===== config.mk =====
export PLATFORM = sky130hd
export DESIGN_NAME = hazard_ctrl_flat
export DESIGN_NICKNAME = d
export VERILOG_FILES = /design/src/rtl/hazard_if.sv /design/src/rtl/hazard_ctrl.sv /design/src/flat_wrapper.sv
export SDC_FILE = /design/constraint.sdc
export NUM_CORES = 1
export LEC_CHECK = 0
export CORE_UTILIZATION = 48
export DETAILED_ROUTE_END_ITERATION = 7
export GPL_TIMING_DRIVEN = 0
export MAX_ROUTING_LAYER = met4
export PLACE_DENSITY = 0.89
export SYNTH_ARGS = -nofsm -noshare
export SYNTH_HDL_FRONTEND = slang
export SYNTH_HIERARCHICAL = 1
export SYNTH_SLANG_ARGS = --single-unit

===== constraint.sdc =====
create_clock -name clk -period 3.5 [get_ports clk]
set_input_delay 0.7 -clock clk [delete_from_list [all_inputs] [get_ports clk]]
set_output_delay 0.7 -clock clk [all_outputs]
set_load 0.05 [all_outputs]

===== src/rtl/hazard_if.sv =====
// Pipeline-to-hazard-unit bundle: register ids, write enables and memory handshake in,
// forward/stall/flush controls and status out.
interface hazard_if;
  logic [4:0]  Rs1D, Rs2D, Rs1E, Rs2E, RdE, RdM, RdW;
  logic [1:0]  ResultSrcE;
  logic        PCSrcE, RegWriteM, RegWriteW, MemReqM, MemReadyM;
  logic [1:0]  ForwardAE, ForwardBE;
  logic        StallF, StallD, StallE, StallM;
  logic        FlushD, FlushE, FlushW;
  logic        MemErr;
  logic [31:0] StallCount, FlushCount;

  modport master (
    output Rs1D, Rs2D, Rs1E, Rs2E, RdE, RdM, RdW, ResultSrcE, PCSrcE,
           RegWriteM, RegWriteW, MemReqM, MemReadyM,
    input  ForwardAE, ForwardBE, StallF, StallD, StallE, StallM,
           FlushD, FlushE, FlushW, MemErr, StallCount, FlushCount
  );

  modport slave (
    input  Rs1D, Rs2D, Rs1E, Rs2E, RdE, RdM, RdW, ResultSrcE, PCSrcE,
           RegWriteM, RegWriteW, MemReqM, MemReadyM,
    output ForwardAE, ForwardBE, StallF, StallD, StallE, StallM,
           FlushD, FlushE, FlushW, MemErr, StallCount, FlushCount
  );
endinterface


===== src/rtl/hazard_ctrl.sv =====
// Hazard unit for a 5-stage pipeline: operand forwarding, load-use stall, branch flush,
// memory-wait stall with timeout, and stall/flush performance counters.
module hazard_fwd (
  input  logic       rst,
  input  logic [4:0] rs,
  input  logic [4:0] rdm,
  input  logic [4:0] rdw,
  input  logic       regwm,
  input  logic       regww,
  output logic [1:0] fwd
);
  always_comb begin
    fwd = 2'b00;
    if (!rst) begin
      if (regwm && rdm != 5'd0 && rdm == rs)      fwd = 2'b10;
      else if (regww && rdw != 5'd0 && rdw == rs) fwd = 2'b01;
    end
  end
endmodule

module hazard_ctrl #(
  parameter int unsigned TIMEOUT = 255
) (
  input logic     clk,
  input logic     rst,
  hazard_if.slave hz
);
  localparam int         NUM_SRC = 2;
  localparam logic [7:0] TO      = TIMEOUT[7:0];

  typedef enum logic [1:0] {IDLE, WAIT, ERROR} state_t;

  state_t      state;
  logic [7:0]  wcnt;
  logic        mem_err;
  logic [31:0] stall_cnt, flush_cnt;
  logic        lw_stall, mem_stall;

  logic [NUM_SRC-1:0][4:0] rs_e;
  logic [NUM_SRC-1:0][1:0] fwd;

  assign rs_e = {hz.Rs2E, hz.Rs1E};

  genvar g;
  generate
    for (g = 0; g < NUM_SRC; g++) begin : g_fwd
      hazard_fwd u_fwd (
        .rst   (rst),
        .rs    (rs_e[g]),
        .rdm   (hz.RdM),
        .rdw   (hz.RdW),
        .regwm (hz.RegWriteM),
        .regww (hz.RegWriteW),
        .fwd   (fwd[g])
      );
    end
  endgenerate

  assign hz.ForwardAE = fwd[0];
  assign hz.ForwardBE = fwd[1];

  assign lw_stall  = (hz.ResultSrcE == 2'b01) && (hz.RdE != 5'd0) &&
                     (hz.RdE == hz.Rs1D || hz.RdE == hz.Rs2D);
  // ERROR masks the memory stall so the pipeline can drain after a hung access.
  assign mem_stall = hz.MemReqM && !hz.MemReadyM && (state != ERROR);

  always_comb begin
    hz.StallF = 1'b0;
    hz.StallD = 1'b0;
    hz.StallE = 1'b0;
    hz.StallM = 1'b0;
    hz.FlushD = 1'b0;
    hz.FlushE = 1'b0;
    hz.FlushW = 1'b0;
    if (!rst) begin
      if (mem_stall) begin
        hz.StallF = 1'b1;
        hz.StallD = 1'b1;
        hz.StallE = 1'b1;
        hz.StallM = 1'b1;
        hz.FlushW = 1'b1;
      end else begin
        hz.StallF = lw_stall;
        hz.StallD = lw_stall;
        hz.FlushD = hz.PCSrcE;
        hz.FlushE = lw_stall || hz.PCSrcE;
      end
    end
  end

  always_ff @(posedge clk) begin
    if (rst) begin
      state     <= IDLE;
      wcnt      <= 8'd0;
      mem_err   <= 1'b0;
      stall_cnt <= 32'd0;
      flush_cnt <= 32'd0;
    end else begin
      if (hz.StallF && stall_cnt != 32'hFFFF_FFFF) stall_cnt <= stall_cnt + 32'd1;
      if (hz.FlushD && flush_cnt != 32'hFFFF_FFFF) flush_cnt <= flush_cnt + 32'd1;
      case (state)
        IDLE: begin
          if (mem_stall) begin
            state <= WAIT;
            wcnt  <= 8'd1;
          end
        end
        WAIT: begin
          if (!hz.MemReqM || hz.MemReadyM) begin
            state <= IDLE;
            wcnt  <= 8'd0;
          end else if (wcnt == TO) begin
            state   <= ERROR;
            mem_err <= 1'b1;
          end else begin
            wcnt <= wcnt + 8'd1;
          end
        end
        ERROR:   mem_err <= 1'b1;
        default: state   <= IDLE;
      endcase
    end
  end

  assign hz.MemErr     = mem_err;
  assign hz.StallCount = stall_cnt;
  assign hz.FlushCount = flush_cnt;
endmodule


===== src/flat_wrapper.sv =====
// flat-port wrapper written by rule: the top's interface ports become plain ports
module hazard_ctrl_flat 
#(
  parameter int unsigned TIMEOUT = 255
)
  (clk, rst, hz_Rs1D, hz_Rs2D, hz_Rs1E, hz_Rs2E, hz_RdE, hz_RdM, hz_RdW, hz_ResultSrcE, hz_PCSrcE, hz_RegWriteM, hz_RegWriteW, hz_MemReqM, hz_MemReadyM, hz_ForwardAE, hz_ForwardBE, hz_StallF, hz_StallD, hz_StallE, hz_StallM, hz_FlushD, hz_FlushE, hz_FlushW, hz_MemErr, hz_StallCount, hz_FlushCount);
  hazard_if hz_i ();
  input logic clk;
  input logic rst;
  input wire logic [$bits(hz_i.Rs1D)-1:0] hz_Rs1D;
  input wire logic [$bits(hz_i.Rs2D)-1:0] hz_Rs2D;
  input wire logic [$bits(hz_i.Rs1E)-1:0] hz_Rs1E;
  input wire logic [$bits(hz_i.Rs2E)-1:0] hz_Rs2E;
  input wire logic [$bits(hz_i.RdE)-1:0] hz_RdE;
  input wire logic [$bits(hz_i.RdM)-1:0] hz_RdM;
  input wire logic [$bits(hz_i.RdW)-1:0] hz_RdW;
  input wire logic [$bits(hz_i.ResultSrcE)-1:0] hz_ResultSrcE;
  input wire logic [$bits(hz_i.PCSrcE)-1:0] hz_PCSrcE;
  input wire logic [$bits(hz_i.RegWriteM)-1:0] hz_RegWriteM;
  input wire logic [$bits(hz_i.RegWriteW)-1:0] hz_RegWriteW;
  input wire logic [$bits(hz_i.MemReqM)-1:0] hz_MemReqM;
  input wire logic [$bits(hz_i.MemReadyM)-1:0] hz_MemReadyM;
  output wire logic [$bits(hz_i.ForwardAE)-1:0] hz_ForwardAE;
  output wire logic [$bits(hz_i.ForwardBE)-1:0] hz_ForwardBE;
  output wire logic [$bits(hz_i.StallF)-1:0] hz_StallF;
  output wire logic [$bits(hz_i.StallD)-1:0] hz_StallD;
  output wire logic [$bits(hz_i.StallE)-1:0] hz_StallE;
  output wire logic [$bits(hz_i.StallM)-1:0] hz_StallM;
  output wire logic [$bits(hz_i.FlushD)-1:0] hz_FlushD;
  output wire logic [$bits(hz_i.FlushE)-1:0] hz_FlushE;
  output wire logic [$bits(hz_i.FlushW)-1:0] hz_FlushW;
  output wire logic [$bits(hz_i.MemErr)-1:0] hz_MemErr;
  output wire logic [$bits(hz_i.StallCount)-1:0] hz_StallCount;
  output wire logic [$bits(hz_i.FlushCount)-1:0] hz_FlushCount;
  assign hz_i.Rs1D = hz_Rs1D;
  assign hz_i.Rs2D = hz_Rs2D;
  assign hz_i.Rs1E = hz_Rs1E;
  assign hz_i.Rs2E = hz_Rs2E;
  assign hz_i.RdE = hz_RdE;
  assign hz_i.RdM = hz_RdM;
  assign hz_i.RdW = hz_RdW;
  assign hz_i.ResultSrcE = hz_ResultSrcE;
  assign hz_i.PCSrcE = hz_PCSrcE;
  assign hz_i.RegWriteM = hz_RegWriteM;
  assign hz_i.RegWriteW = hz_RegWriteW;
  assign hz_i.MemReqM = hz_MemReqM;
  assign hz_i.MemReadyM = hz_MemReadyM;
  assign hz_ForwardAE = hz_i.ForwardAE;
  assign hz_ForwardBE = hz_i.ForwardBE;
  assign hz_StallF = hz_i.StallF;
  assign hz_StallD = hz_i.StallD;
  assign hz_StallE = hz_i.StallE;
  assign hz_StallM = hz_i.StallM;
  assign hz_FlushD = hz_i.FlushD;
  assign hz_FlushE = hz_i.FlushE;
  assign hz_FlushW = hz_i.FlushW;
  assign hz_MemErr = hz_i.MemErr;
  assign hz_StallCount = hz_i.StallCount;
  assign hz_FlushCount = hz_i.FlushCount;
  hazard_ctrl #(.TIMEOUT(TIMEOUT)) u_core (.clk(clk), .rst(rst), .hz(hz_i));
endmodule

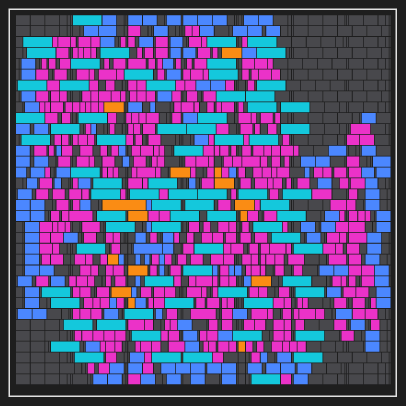
**Above:** placed cells, one colour a class.
Scale: 4 px per um. Fill, decap, tap and diode cells in grey.
class	colour	cells
clock drivers and dummy loads	orange	15
registers	cyan	75
remaining logic cells	magenta	409
remaining buffers and delay cells	blue	152
fin area: 0.00584 sq mm
core area: 0.00868 sq mm
fraction of standard cell area that is sequential: 25.7%

==> out/metrics.yaml <==
drt:
  drt-met1-wl_mm: 5.18
  residual_drc: 0
  dr.max_layer_used: "met4"
logic_synthesis:
  post_synth.cell_area_avg_sq_um: 8.34
  yosys_register_bits: 75
  post_synth_inst_count: 513
  netlist-cell-type-count: 52
  yosys_warns: 6
run_status:
  outcome: "complete, no violations"
cells_and_area:
  layout.nets: 694
  flop_area_sq_mm: 0.00150
  layoutNonFillerInstCount: 759
  non_clock_buffer_count: 152
placed_design:
  place.gp.congestion: 0.927
  dp_hpwl_mm: 9.01
clock_tree:
  post_cts_hold_buffer_count: 0
  cts.root.buffer_cell: "sky130_fd_sc_hd__clkbuf_8"
  tritoncts.num_buffers: 9
setup_path:
  cp.buffers_inverters: 5
  critical-path-max-stage-delay_ns: 0.53
  r2r_slack_ns: 0.88
  cp_data_arrival_time_ns: 2.72
  setup.worst_path.start_class: "input pin"
power:
  vdd.ir_drop.worst_v: 0.000204
  power.clock.total_uw: 636
  share_of_total_power_in_combinational_logic_pct: 12.6
floorplanning:
  placement_rows: 34
  io_pins: 120
global_routing:
  grt_busiest_layer: "met2"
  grt-ovfl-total: 0
  grt.met1_usage_pct: 30.8
  groute.usage.overall_pct: 26.3
final_timing:
  grt_setup_unrepaired: "no"
  worst_hold_slack_ns: 0.462
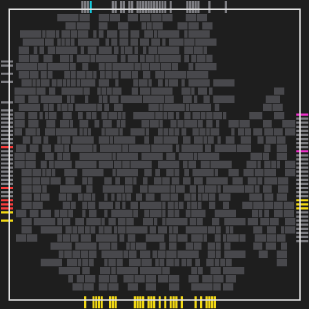
**Above:** I/O pins on the die edge.
Scale: 3 px per um. Pins as bars across the die edge, other pins in grey.
port	colour	pins	direction	edge
hz_FlushD	cyan	1	output	top
hz_StallCount	yellow	32	output	27 bottom, 3 right, 2 left
hz_ForwardAE	magenta	2	output	right
hz_RdE	red	5	input	left
all pins by edge	32 left, 32 right, 29 top, 27 bottom

No activity file was given, so power comes from the tool's default toggle rates.
